Design wisard_serial_tx, sky130hd; sources not shown.
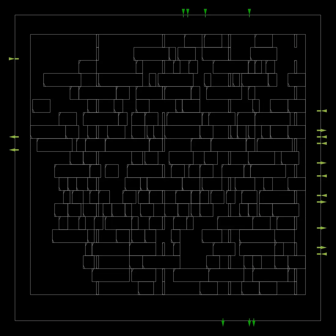
Run 1: cell placement
fraction of area in registers: 0.280
final cell count without fillers: 224
tap cell instance count: 44

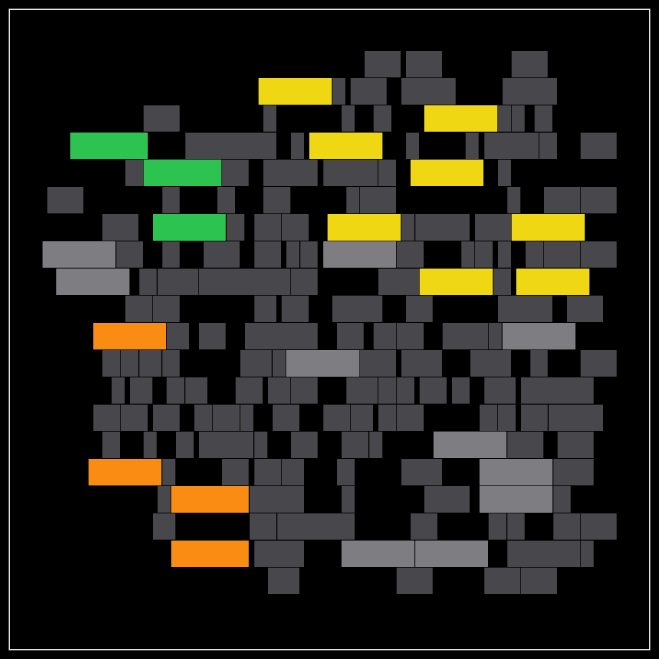
Run 1: where the registers sit
(10 px per um) Other sequential cells in the stronger gray, the rest of the logic in the fainter gray.
[yellow] u_piso.shreg_r | placed flops: 8
[orange] ram_cnt_r | placed flops: 4 | where: lower left
[green] u_piso.bit_cnt_r | placed flops: 3
not colored: 10
Seq. cell area: 505 sq um
seq pwr: 653 uW
core utilization of the finished layout: 0.577

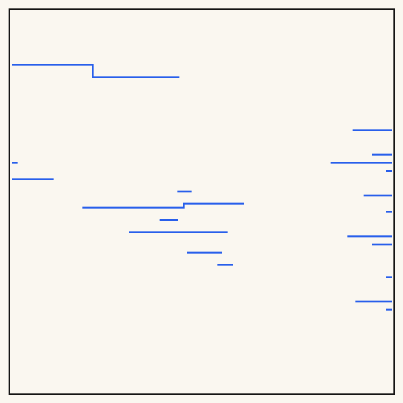
Run 1: the metal 3 layer
(6 px per um)
longest straight run: 16.8 um
share of all routed wire: 4.1%
nets with wire on the layer: 19
Routed Wire Length: 3300 um
met3 layer usage reported by global route: 0.0457
vias after detailed routing: 1190

==> out/results.ini, run 1 <==
[cts]
number_of_buffers_created_by_cts = 3
cts_htree_levels = 1
cts.root.buffer_cell = sky130_fd_sc_hd__clkbuf_4
cts_tree = done
insertion_delay_ps = 330
buffers_inserted_by_post_cts_timing_repair = 0
cts_sinks = 25

[final_timing]
worst_slack_ps = -73.4
setup_violations = 9
tightest_slew_ps = 388
clock-skew-final_ps = 11.3
timing_hold_violations_final = 0
hold-worst-slack_ps = 484
rsz0062_at_grt = true
min_period_over_period = 1.04

[power]
power.internal_uw = 872
cellPowerDensity_mw_per_mm2 = 682
top_power_group = registers
swShare = 0.292

[drt]
first_pass_iters = 4
ant_nets = 0
remaining_drc_errors = 0

[yosys]
synth.yosys.num_cells = 141
postSynthCellCount = 141
synth.cell_area_sq_mm = 0.00127
postSynthAreaPerCell_sq_um = 9.03
yosysChipArea_sq_mm = 0.00127

[final_layout]
layout.nets = 196
flip_flop_count_of_the_largest_register_after_layout = 8
antennaDiodeCount = 0
layout.cells.most_common = sky130_fd_sc_hd__dfxtp_1
final_layout_size_suffix_gt1_frac = 0.322

[worst_setup_path]
setup.worst_path.end_class = output pin
required_ps = 1400
timing.critical_path.depth = 5
worstPathMaxFanout = 3
r2r_setup_slack_ps = -10
worst_r2r_path_depth = 8

[grt]
grt_overflow_total = 0
first_global_vias = 1148

[die]
fp.dieW_um = 63.9
placement_rows = 20

[worst_hold_path]
hold_depth = 1

[outcome]
failed_checks = negative setup slack
status = finished with violations

[job]
cap_violations = 0

[placed_design]
dp.cells = 215

-- run 1: final cells by class --
type | instances | area, sq um | share of cell area
clock buffer | 3 | 22.5 | 0.0125
multi-input combinational | 103 | 786 | 0.435
tap | 44 | 55.1 | 0.0305
timing repair buffer | 43 | 405 | 0.225
sequential | 25 | 505 | 0.280
inverter | 5 | 23.8 | 0.0132
clock inverter | 1 | 7.51 | 0.00416
-- run 1: cell families after synthesis --
logic type      synth area share
simple gates               0.271
compound gates             0.220
flops                      0.393
buf+inv                   0.0609
fa+ha+maj                 0.0393
mux                       0.0157
-- run 1: synthesized netlist by cell type (all sizes together) --
library cell  count  area (sq um)
buf               4          35.0
mux2i             2          20.0
nand3b            1          7.51
nor4              1          21.3
a31oi             2          12.5
nor2              5          21.3
and3              2          12.5
o221a             1          11.3
a211o             1          8.76
dfxtp            25           500
nand3             4          20.0
ha                4          50.1
o21a              1          7.51
a221o             1          10.0
and2b             1          7.51
a21oi            12          60.1
and2              1          6.26
clkbuf            5          18.8
nor2b             3          26.3
clkinv            2          12.5
a211oi            4          30.0
nand2            21          95.1
o21ai             1          5.00
o211ai            1          7.51
a311oi            7           105
nor3b             2          15.0
o21bai            1          7.51
nand4b            1          8.76
nand2b            3          18.8
a22oi             2          15.0
inv               3          11.3
nor3             17          85.1
-- run 1: layer usage --
metal	share of wire	vias up	wire (um)	global-route usage
li1	-	594	-	-
met1	0.46	569	1510	0.202
met5	0	-	0	0
met2	0.50	25	1640	0.283
met4	0.0058	0	19	0.0243
met3	0.041	2	135	0.0457
-- run 1: stage by stage --
step	util	setup WS [ps]	instance area, sq um
6_report	0.577	-73.4	1810
3_3_place_gp	0.523	-243	1640
5_1_grt	0.577	-135	1810
4_1_cts	0.548	-83.3	1710
3_5_place_dp	0.523	-281	1640
2_1_floorplan	-	16.7	1280
Run 1, wiring by layer:
(6 px per um) Only two layers are drawn.
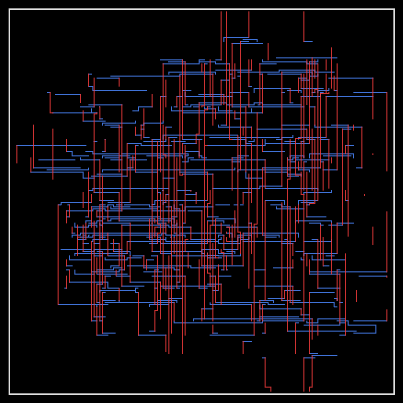

==> inputs of run 2 (changes only) <==
CELL_PAD_IN_SITES_DETAIL_PLACEMENT = 2   (was not set)
CELL_PAD_IN_SITES_GLOBAL_PLACEMENT = 2   (was not set)
CORE_UTILIZATION = 28   (was 38)
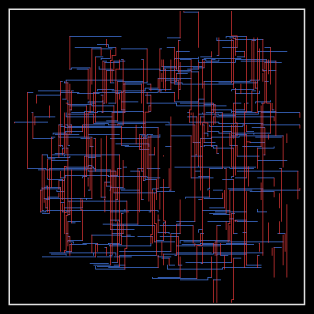
Run 2: wiring by layer
(4 px per um) Only two layers are drawn.
[blue] met1 | wire length: 1760 um
[red] met2 | wire length: 2010 um
final routed wire length divided by cell count: 17.4 um
Routed Wire Length: 3980 um
global routing usage summed across all routing layers: 0.160
vias after detailed routing: 1201

==> out/results.ini, run 2 <==
[drt]
dr_wl_met2_um = 2010
ant_nets = 0
first_pass_iters = 4
dr_wl_met3_um = 148
top_layer = met4

[yosys]
top_cells_by_area = sky130_fd_sc_hd__dfxtp_1, sky130_fd_sc_hd__a311oi_2, sky130_fd_sc_hd__nor3_1, sky130_fd_sc_hd__nand2_1, sky130_fd_sc_hd__a21oi_1
synth-edff-count = 0
synth-async-reset-ratio = 0
top_area_contributor_share = 0.393
post-synth-top-count-cell = sky130_fd_sc_hd__dfxtp_1
synth.top_cells.by_count = sky130_fd_sc_hd__dfxtp_1, sky130_fd_sc_hd__nand2_1, sky130_fd_sc_hd__nor3_1, sky130_fd_sc_hd__a21oi_1, sky130_fd_sc_hd__a311oi_2
synth.cell_area_sq_mm = 0.00127
postSynthCellCount = 141

[final_layout]
fin_area_sq_mm = 0.00178
flip_flop_count_of_the_largest_register_after_layout = 8
final_layout_size_suffix_gt1_frac = 0.292
layout.nets = 194

[cts]
number_of_buffers_created_by_cts = 3
insertion_delay_ps = 280
buffers_inserted_by_post_cts_timing_repair = 0
cts_tree = done

[worst_setup_path]
r2r_setup_slack_ps = -20
timing.critical_path.depth = 6
worst_r2r_path_depth = 8
required_ps = 1400
worstPathMaxFanout = 3
setup.worst_path.end_class = output pin

[final_timing]
worst_slack_ps = -25.8
rsz0062_at_grt = true
min_period_over_period = 1.02
setup_violations = 2
timing_hold_violations_final = 0

[grt]
grt_util_met3 = 0.0410
grt_overflow_total = 0
use_met1 = 0.183

[placed_design]
placed_cell_area_sq_mm = 0.00167
post-place-ws_ps = -289

[outcome]
failed_checks = negative setup slack
status = finished with violations

[power]
cellPowerDensity_mw_per_mm2 = 738

[job]
cap_violations = 0

[worst_hold_path]
hold_depth = 1

-- run 2: cell types whose count changed in the layout (fill, tap and decap cells not counted), moves of 2 or more --
cell | previous run | this run
sky130_fd_sc_hd__buf_4 | 18 | 21
sky130_fd_sc_hd__buf_6 | 4 | 1
sky130_fd_sc_hd__clkbuf_4 | 3 | 0
sky130_fd_sc_hd__clkbuf_8 | 0 | 3
sky130_fd_sc_hd__a211oi_1 | 2 | 4
sky130_fd_sc_hd__a211oi_2 | 2 | 0
-- run 2: repair_timing --
item                                   in CTS  in global routing
gates cloned                                0                  0
endpoints found under the hold margin       0                  0
gates resized                              19                  2
setup endpoints to repair                  16                 17
pin swaps                                   3                  0
-- run 2: per-stage QoR --
step,instances,util,setup TNS (ps)
2_1_floorplan,141,-,0
6_report,228,0.423,-47.8
4_1_cts,228,0.421,-79.8
5_1_grt,228,0.423,-501
3_5_place_dp,224,0.396,-1040
3_3_place_gp,224,0.396,-425
-- run 2: area by class of cell --
type | count | area [sq um]
repair buffers | 42 | 379
clock buffers | 3 | 41.3
clock inverters | 1 | 5.00
flip-flops and latches | 25 | 505
well taps | 50 | 62.6
fillers | 459 | 2420
inverters | 5 | 23.8
multi-input cells | 102 | 762
-- run 2: cells by family (layout without fill, tap and decap cells) --
kind of cell	count (synthesis)	after routing	synth area share
fa+ha+maj	4	4	0.0393
mux	2	2	0.0157
buf+inv	14	51	0.0609
flops	25	25	0.393
simple gates	62	62	0.271
compound gates	34	34	0.220
-- run 2: power groups by stage --
stage / clock network (uW) / logic (uW) / registers (uW)
finish: 384 / 275 / 655
global route: 432 / 299 / 659
CTS: 402 / 276 / 655
detailed placement: 0 / 271 / 667
global placement: 0 / 261 / 665
floorplan: 0 / 134 / 684
Power figures rest on the tool's default switching activity, not on a simulated workload.
